**Run 1: the metal 2 layer**

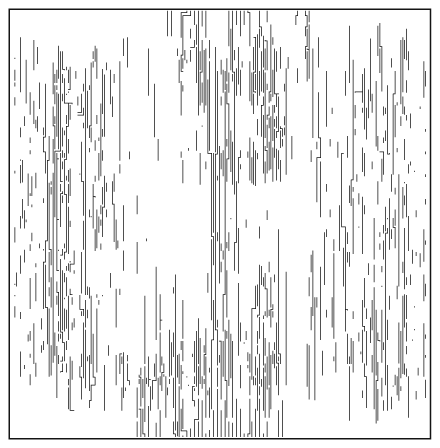
**Run 1: clock nets**

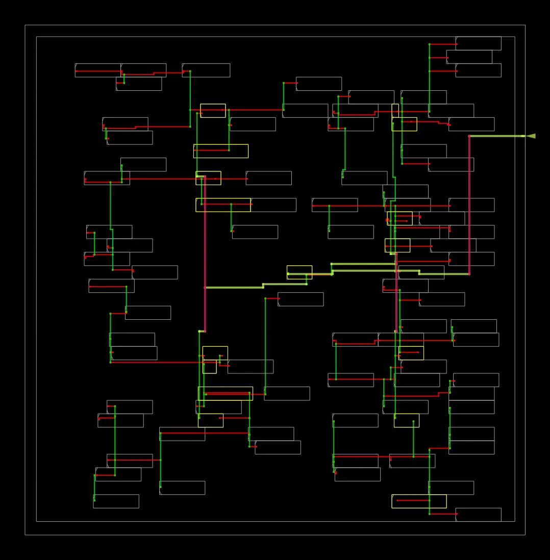
**Run 1: signal wires on met3**

The bar under the picture is 20 um long.
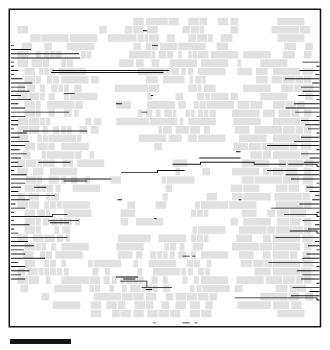
## config.mk

```make
export PLATFORM = sky130hd
export DESIGN_NAME = alu_arbiter
export DESIGN_NICKNAME = d
export VERILOG_FILES = /design/src/rtl/alu_arbiter.sv
export SDC_FILE = /design/constraint.sdc
export NUM_CORES = 1
export LEC_CHECK = 0
export CORE_AREA = 2 2 99 101
export CTS_CLUSTER_SIZE = 8
export DETAILED_ROUTE_END_ITERATION = 8
export DIE_AREA = 0 0 101 103
export PLACE_DENSITY = 0.82
export SLEW_MARGIN = 20
export SYNTH_ARGS = -nofsm -noshare
export SYNTH_HDL_FRONTEND = slang
export SYNTH_SLANG_ARGS = --single-unit
```

## constraint.sdc

```tcl
create_clock -name clk -period 2.8 [get_ports clk]
set_input_delay 0.28 -clock clk [delete_from_list [all_inputs] [get_ports clk]]
set_output_delay 0.28 -clock clk [all_outputs]
set_load 0.1 [all_outputs]
```

## src/rtl/alu_arbiter.sv

```systemverilog
// alu_arbiter: shares one registered-latency ALU between two valid/ready requesters.
// Define ALU_ARB_FIXED_PRIO_EN for fixed priority (requester 0 wins ties); default is round-robin.
module alu_arbiter #(
   parameter int WIDTH   = 16,
   parameter int ALU_LAT = 1
) (
   input  logic             clk,
   input  logic             rst,
   input  logic             req0_valid,
   output logic             req0_ready,
   input  logic [WIDTH-1:0] req0_a,
   input  logic [WIDTH-1:0] req0_b,
   input  logic [1:0]       req0_op,
   output logic             resp0_valid,
   input  logic             resp0_ready,
   output logic [WIDTH-1:0] resp0_result,
   output logic             resp0_z,
   output logic             resp0_n,
   input  logic             req1_valid,
   output logic             req1_ready,
   input  logic [WIDTH-1:0] req1_a,
   input  logic [WIDTH-1:0] req1_b,
   input  logic [1:0]       req1_op,
   output logic             resp1_valid,
   input  logic             resp1_ready,
   output logic [WIDTH-1:0] resp1_result,
   output logic             resp1_z,
   output logic             resp1_n,
   output logic [WIDTH-1:0] alu_a,
   output logic [WIDTH-1:0] alu_b,
   output logic [1:0]       alu_op,
   input  logic [WIDTH-1:0] alu_result,
   input  logic             alu_z,
   input  logic             alu_n,
   output logic             busy
);
   typedef enum logic [1:0] {IDLE, EXEC, RESP} state_t;
   state_t           state_q, state_d;
   logic [3:0]       cnt_q, cnt_d;
   logic             gnt_q, gnt_d;
   logic [WIDTH-1:0] alu_a_q, alu_a_d, alu_b_q, alu_b_d;
   logic [1:0]       alu_op_q, alu_op_d;
   logic             resp0_valid_q, resp0_valid_d, resp1_valid_q, resp1_valid_d;
   logic [WIDTH-1:0] resp0_result_q, resp0_result_d, resp1_result_q, resp1_result_d;
   logic             resp0_z_q, resp0_z_d, resp0_n_q, resp0_n_d;
   logic             resp1_z_q, resp1_z_d, resp1_n_q, resp1_n_d;
   logic             win0, win1, accept, capture, done;
`ifdef ALU_ARB_FIXED_PRIO_EN
   assign win0 = req0_valid;
   assign win1 = req1_valid & ~req0_valid;
`else
   logic last_q, last_d;
   // on a tie the requester that was not granted last time wins
   assign win0 = req0_valid & (~req1_valid | last_q);
   assign win1 = req1_valid & (~req0_valid | ~last_q);
   always_comb last_d = accept ? req1_ready : last_q;
   always_ff @(posedge clk or posedge rst)
      if (rst) last_q <= 1'b1;
      else last_q <= last_d;
`endif
   assign req0_ready = ~rst & (state_q == IDLE) & win0;
   assign req1_ready = ~rst & (state_q == IDLE) & win1;
   assign accept  = req0_ready | req1_ready;
   assign capture = (state_q == EXEC) & (cnt_q == 4'(ALU_LAT));
   assign done    = (state_q == RESP) & (gnt_q ? resp1_ready : resp0_ready);
   always_comb begin
      state_d        = accept ? EXEC : capture ? RESP : done ? IDLE : state_q;
      cnt_d          = accept ? 4'd0 : (state_q == EXEC) ? cnt_q + 4'd1 : cnt_q;
      gnt_d          = accept ? req1_ready : gnt_q;
      alu_a_d        = req1_ready ? req1_a : req0_ready ? req0_a : alu_a_q;
      alu_b_d        = req1_ready ? req1_b : req0_ready ? req0_b : alu_b_q;
      alu_op_d       = req1_ready ? req1_op : req0_ready ? req0_op : alu_op_q;
      resp0_valid_d  = (capture & ~gnt_q) ? 1'b1 : (done & ~gnt_q) ? 1'b0 : resp0_valid_q;
      resp1_valid_d  = (capture & gnt_q) ? 1'b1 : (done & gnt_q) ? 1'b0 : resp1_valid_q;
      resp0_result_d = (capture & ~gnt_q) ? alu_result : resp0_result_q;
      resp0_z_d      = (capture & ~gnt_q) ? alu_z : resp0_z_q;
      resp0_n_d      = (capture & ~gnt_q) ? alu_n : resp0_n_q;
      resp1_result_d = (capture & gnt_q) ? alu_result : resp1_result_q;
      resp1_z_d      = (capture & gnt_q) ? alu_z : resp1_z_q;
      resp1_n_d      = (capture & gnt_q) ? alu_n : resp1_n_q;
   end
   always_ff @(posedge clk or posedge rst) begin
      if (rst) begin
         state_q        <= IDLE;
         cnt_q          <= 4'd0;
         gnt_q          <= 1'b0;
         alu_a_q        <= '0;
         alu_b_q        <= '0;
         alu_op_q       <= 2'b00;
         resp0_valid_q  <= 1'b0;
         resp1_valid_q  <= 1'b0;
         resp0_result_q <= '0;
         resp1_result_q <= '0;
         resp0_z_q      <= 1'b0;
         resp0_n_q      <= 1'b0;
         resp1_z_q      <= 1'b0;
         resp1_n_q      <= 1'b0;
      end else begin
         state_q        <= state_d;
         cnt_q          <= cnt_d;
         gnt_q          <= gnt_d;
         alu_a_q        <= alu_a_d;
         alu_b_q        <= alu_b_d;
         alu_op_q       <= alu_op_d;
         resp0_valid_q  <= resp0_valid_d;
         resp1_valid_q  <= resp1_valid_d;
         resp0_result_q <= resp0_result_d;
         resp1_result_q <= resp1_result_d;
         resp0_z_q      <= resp0_z_d;
         resp0_n_q      <= resp0_n_d;
         resp1_z_q      <= resp1_z_d;
         resp1_n_q      <= resp1_n_d;
      end
   end
   assign alu_a        = alu_a_q;
   assign alu_b        = alu_b_q;
   assign alu_op       = alu_op_q;
   assign resp0_valid  = resp0_valid_q;
   assign resp1_valid  = resp1_valid_q;
   assign resp0_result = resp0_result_q;
   assign resp1_result = resp1_result_q;
   assign resp0_z      = resp0_z_q;
   assign resp0_n      = resp0_n_q;
   assign resp1_z      = resp1_z_q;
   assign resp1_n      = resp1_n_q;
   assign busy         = state_q != IDLE;
endmodule

```

==> summary.txt, run 1 <==
run metrics: n_diodes 0, syn_nets 426, fp util 38.5%, Max-Cap Viols 0, Final Cycle Share 74.5%, Yosys top cell by instances dfrtp_1, # hold bufs at CTS 0, I/O Pins 167, status completed, main flop type dfrtp_1, vias in the first global route 3176, antenna violations before repair 0, CP cell instances or3_1, nor2_1, buf_12, area of the mapped netlist 0.00364 mm^2, MUX share of area 12.5%, DR WL met2 4850 um, worst-skew pair later-pin latency 0.34 ns, Port Buf Inserts around 170, post-synth top area share 54.4%, Tool Warnings 27, Final Skew between 0.004 and 0.005 ns, Setup WS pre-CTS 0.645 ns, DRC viols 0, Min Clock Period, post-route 2.09 ns, DIE HEIGHT 103 um, dpl cells 591, Top Family by Delay on Critical Path simple AND/OR/NAND/NOR gates, yosys synthesis chip area 0.00364 mm^2, Final WS setup approximately 0.71 ns, Post-synth ARST share 100%, # setup viols final 0, fraction of area in multi-input gates 27.1%, r2r startpoint cnt_q[1], Worst-Margin Slew ~0.64 ns, CP max-delay cell dfrtp_1, yosys stat cell total 332, drt pass-1 iters 5, WHS 0.460 ns, Mapped Avg Cell Area roughly 11 um^2, post-CTS setup buffer count 0, crit path buf inv count 1, die width 101 um, clock sink count 80, site row count 36, non-clock buffer share of cell area 28.7%, DRT antenna net count 0, Via density 5.36, number of logic gates 218, die area 0.0104 mm^2, CP endpoint kind output port, Area after DPL 0.00523 mm^2, xor+xnor area frac 0.482%, clk slew on worst S/H paths 0.08 ns, layout cell share with drive strength beyond 1 29.4%, clock tree root buffer cell clkbuf_8, ys flops 80, RSZ-0062 raised after global routing false, Max Fclk 480 MHz, Util after Layout 58.1%, R2R cell count 5, M3 GR Usage between 4 and 5%, nets 582, Worst EP required 2.52 ns, Synth Instances 332, fin cells 607, met3 WL 933 um, Sequential Area around 0.002 mm^2, Max stage delay on crit path 0.51 ns, largest area contributor in the netlist dfrtp_1, Seq/total area 36.4%
Notes on 'the metal 2 layer' above:
share of all routed wire = 49%
longest straight run = 54.4 um
wire length on this layer = 4850 um
nets with wire on the layer = 510

Notes on 'clock nets' above:
Flop Count: 80
CTS buffer count: 9

Notes on 'signal wires on met3' above:
longest straight run = 37.7 um
nets with wire on the layer = 132
share of all routed wire = 9.4%

==> run 2: changes to the inputs <==
--- a/config.mk
+++ b/config.mk
@@ -5,11 +5,11 @@
 export SDC_FILE = /design/constraint.sdc
 export NUM_CORES = 1
 export LEC_CHECK = 0
-export CORE_AREA = 2 2 99 101
+export CORE_AREA = 2 2 101 103
 export CTS_CLUSTER_SIZE = 8
 export DETAILED_ROUTE_END_ITERATION = 8
-export DIE_AREA = 0 0 101 103
-export PLACE_DENSITY = 0.82
+export DIE_AREA = 0 0 103 105
+export PLACE_DENSITY = 0.83
 export SLEW_MARGIN = 20
 export SYNTH_ARGS = -nofsm -noshare
 export SYNTH_HDL_FRONTEND = slang
==> constraint.sdc (replaced) <==
create_clock -name clk -period 1.7 [get_ports clk]
set_input_delay 0.17 -clock clk [delete_from_list [all_inputs] [get_ports clk]]
set_output_delay 0.17 -clock clk [all_outputs]
set_load 0.1 [all_outputs]
==> summary.txt, run 2 <==
run metrics: status finished with violations (was completed), failing checks negative setup slack, yosys synthesis chip area 0.00364 mm^2 (unchanged), R2R cell count 6 (was 5), Synth Instances 332 (unchanged), Flop Count 80 (unchanged), post-CTS setup buffer count 13 (was 0), crit path buf inv count 2 (was 1), n_diodes 0 (unchanged), site row count 36 (unchanged), syn_nets 426 (unchanged), Mapped Avg Cell Area 11.0 um^2 (unchanged), DRC viols 0 (unchanged), Via density 5.25 (was 5.36), area of the mapped netlist 0.00364 mm^2 (unchanged), critical path class reg -> reg (was reg -> out), DIE HEIGHT 105 um (was 103 um), r2r startpoint cnt_q[1] (unchanged), Min Clock Period, post-route 1.82 ns, met3 WL 734 um (was 933 um), Worst EP required 1.94 ns (was 2.52 ns), yosys stat cell total 332 (unchanged), layout cell share with drive strength beyond 1 35.8% (was 29.4%), nets 620 (was 582), xor+xnor area frac 0.482% (unchanged), # setup viols final 38 (was 0), clk slew on worst S/H paths 0.08 ns (about the same), Non-clock inverters 4 (unchanged), Longest Clk Path Bufs 2 (unchanged), Port Buf Inserts 166 (unchanged), post-synth top area share 54.4% (unchanged), Top Family by Delay on Critical Path simple AND/OR/NAND/NOR gates (unchanged), M3 GR Usage 3.95% (was 4.34%), fp util 37.7% (was 38.5%), Util after Layout 63.8% (was 58.1%), CP Max Fanout 18 (was 10), non-clock buffer share of cell area 34.9% (was 28.7%), Area after DPL 0.00557 mm^2 (was 0.00523 mm^2), Max-Cap Viols 0 (unchanged), die width 103 um (was 101 um), die area 0.0108 mm^2 (was 0.0104 mm^2), htree depth 3 (unchanged), vias in the first global route 3534 (was 3176), Seq/total area 32.6% (was 36.4%), fraction of area in multi-input gates 26.5% (was 27.1%), CP endpoint kind flop (was output port), number of logic gates 219 (was 218), met1 usage 26.0% (was 22.2%), dpl cells 628 (was 591), # hold bufs at CTS 0 (unchanged), Max Fclk 550 MHz, drt pass-1 iters 4 (was 5), Final WS setup -0.119 ns (was 0.715 ns), ys flops 80 (unchanged), RSZ-0062 raised after global routing true (was false), MUX share of area 12.5% (unchanged), Final Cycle Share 107%, Setup WS pre-CTS -0.104 ns (was 0.645 ns), CP cell instances inv_1, ha_1, or3b_4, nor3_4, buf_12, mux2_2 (was or3_1, nor2_1, buf_12), Post-synth ARST share 100% (unchanged), CTS buffer count 9 (unchanged), antenna violations before repair 0 (unchanged), fin cells 664 (was 607), clock sink count 80 (unchanged), Max stage delay on crit path 0.40 ns (was 0.51 ns), Worst-Margin Slew 0.375 ns (was 0.645 ns), Tool Warnings 30 (was 27), Post-DP HPWL 7320 um (was 7080 um), CP max-delay cell or3b_4 (was dfrtp_1), WHS 0.319 ns (was 0.460 ns), DR WL met2 5530 um (was 4850 um), layout clock buffer count 12 (was 11), I/O Pins 167 (unchanged), Sequential Area 0.00201 mm^2 (was 0.00200 mm^2), clock tree root buffer cell clkbuf_8 (unchanged), Yosys top cell by instances dfrtp_1 (unchanged), largest area contributor in the netlist dfrtp_1 (unchanged)
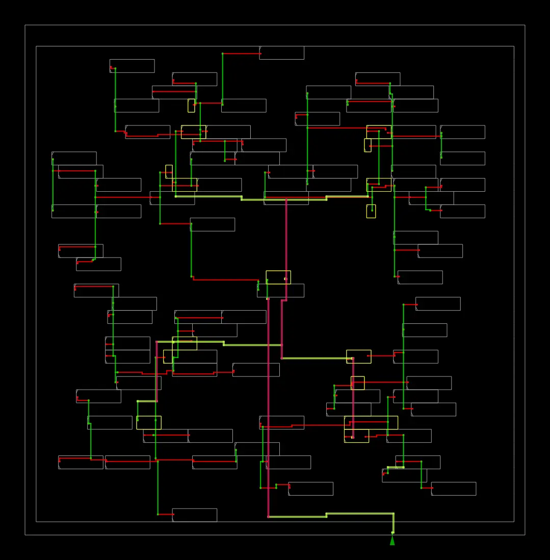
**Above:** run 2 (clock nets).
Final Skew: 0.0150 ns
worst-skew pair later-pin latency: 0.35 ns

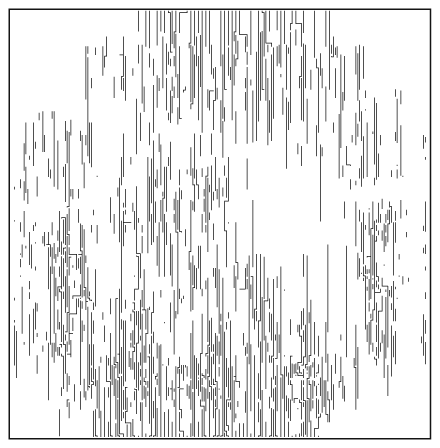
**Above:** run 2 (the metal 2 layer).
wire length on this layer = 5530 um
nets with wire on the layer = 542
share of all routed wire = 49%
longest straight run = 38.8 um
main direction = vertical

==> run 3: changes to the inputs <==
--- a/config.mk
+++ b/config.mk
@@ -5,11 +5,11 @@
 export SDC_FILE = /design/constraint.sdc
 export NUM_CORES = 1
 export LEC_CHECK = 0
-export CORE_AREA = 2 2 101 103
+export CORE_AREA = 2 2 142 75
 export CTS_CLUSTER_SIZE = 8
 export DETAILED_ROUTE_END_ITERATION = 8
-export DIE_AREA = 0 0 103 105
-export PLACE_DENSITY = 0.83
+export DIE_AREA = 0 0 144 77
+export PLACE_DENSITY = 0.82
 export SLEW_MARGIN = 20
 export SYNTH_ARGS = -nofsm -noshare
 export SYNTH_HDL_FRONTEND = slang
==> summary.txt, run 3 <==
run metrics: failing checks negative setup slack (unchanged), # hold bufs at CTS 0 (unchanged), Max-Cap Viols 0 (unchanged), yosys synthesis chip area 0.00364 mm^2 (unchanged), Final WS setup -0.126 ns (was -0.119 ns), nets 604 (was 620), ys flops 80 (unchanged), # setup viols final 38 (unchanged), WHS 0.299 ns (was 0.319 ns), syn_nets 426 (unchanged), met1 usage 27.5% (was 26.0%), Synth Instances 332 (unchanged), RSZ-0062 raised after global routing true (unchanged), n_diodes 0 (unchanged), Yosys top cell by instances dfrtp_1 (unchanged), site row count 26 (was 36), CP Max Fanout 18 (unchanged), Top Family by Delay on Critical Path simple AND/OR/NAND/NOR gates (unchanged), htree depth 3 (unchanged), Sequential Area 0.00201 mm^2 (unchanged), Worst EP required 1.92 ns (was 1.94 ns), MUX share of area 12.5% (unchanged), non-clock buffer share of cell area 32.3% (was 34.9%), DIE HEIGHT 77 um (was 105 um), post-synth top area share 54.4% (unchanged), main flop type dfrtp_1 (unchanged), Mapped Avg Cell Area 11.0 um^2 (unchanged), number of logic gates 218 (was 219), xor+xnor area frac 0.482% (unchanged), Post-synth ARST share 100% (unchanged), CP cell instances inv_1, ha_2, or3b_4, nor3_4, buf_12, mux2_2 (was inv_1, ha_1, or3b_4, nor3_4, buf_12, mux2_2), status finished with violations (unchanged), drt pass-1 iters 4 (unchanged), die area 0.0111 mm^2 (was 0.0108 mm^2), fp util 36.9% (was 37.7%), M3 GR Usage 5.68% (was 3.95%), Port Buf Inserts 166 (unchanged), I/O Pins 167 (unchanged), DR WL met2 4860 um (was 5530 um), worst-skew pair later-pin latency 0.33 ns (was 0.35 ns), DRC viols 0 (unchanged), Max stage delay on crit path 0.40 ns (about the same), Non-clock inverters 4 (unchanged), clk slew on worst S/H paths 0.06 ns (was 0.08 ns), Area after DPL 0.00551 mm^2 (was 0.00557 mm^2), r2r startpoint cnt_q[1] (unchanged), layout cell share with drive strength beyond 1 34.0% (was 35.8%), largest area contributor in the netlist dfrtp_1 (unchanged), layout clock buffer count 13 (was 12), Via density 5.18 (was 5.25), Seq/total area 33.4% (was 32.6%), clock sink count 80 (unchanged), yosys stat cell total 332 (unchanged), CTS buffer count 9 (unchanged), Setup WS pre-CTS -0.134 ns (was -0.104 ns), fraction of area in multi-input gates 25.8% (was 26.5%), clock tree root buffer cell clkbuf_16 (was clkbuf_8), Final Skew 0.00574 ns (was 0.0150 ns), vias in the first global route 3345 (was 3534), DRT antenna net count 0 (unchanged), critical path class reg -> reg (unchanged), met3 WL 736 um (was 734 um)
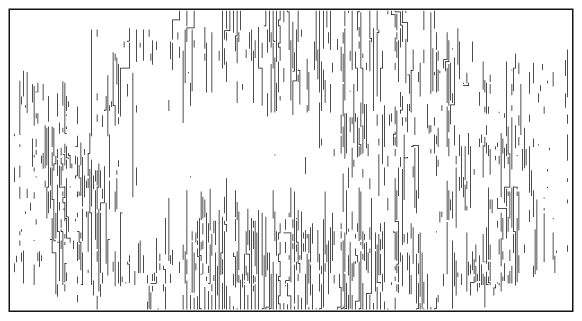
**Above:** run 3 (the metal 2 layer).
via count: 3392
met2 usage: 28.7%
drt total wl: 10900 um

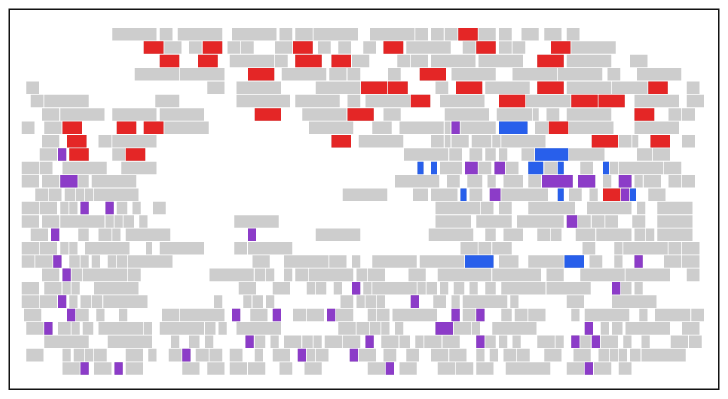
**Above:** run 3 (gate-type map).
mux cells -> red  # cells 37, most used mux2_2, where a band across the top
nor cells -> blue  # cells 12, most used nor2_1, where right middle
nand cells -> purple  # cells 43, most used nand3_1

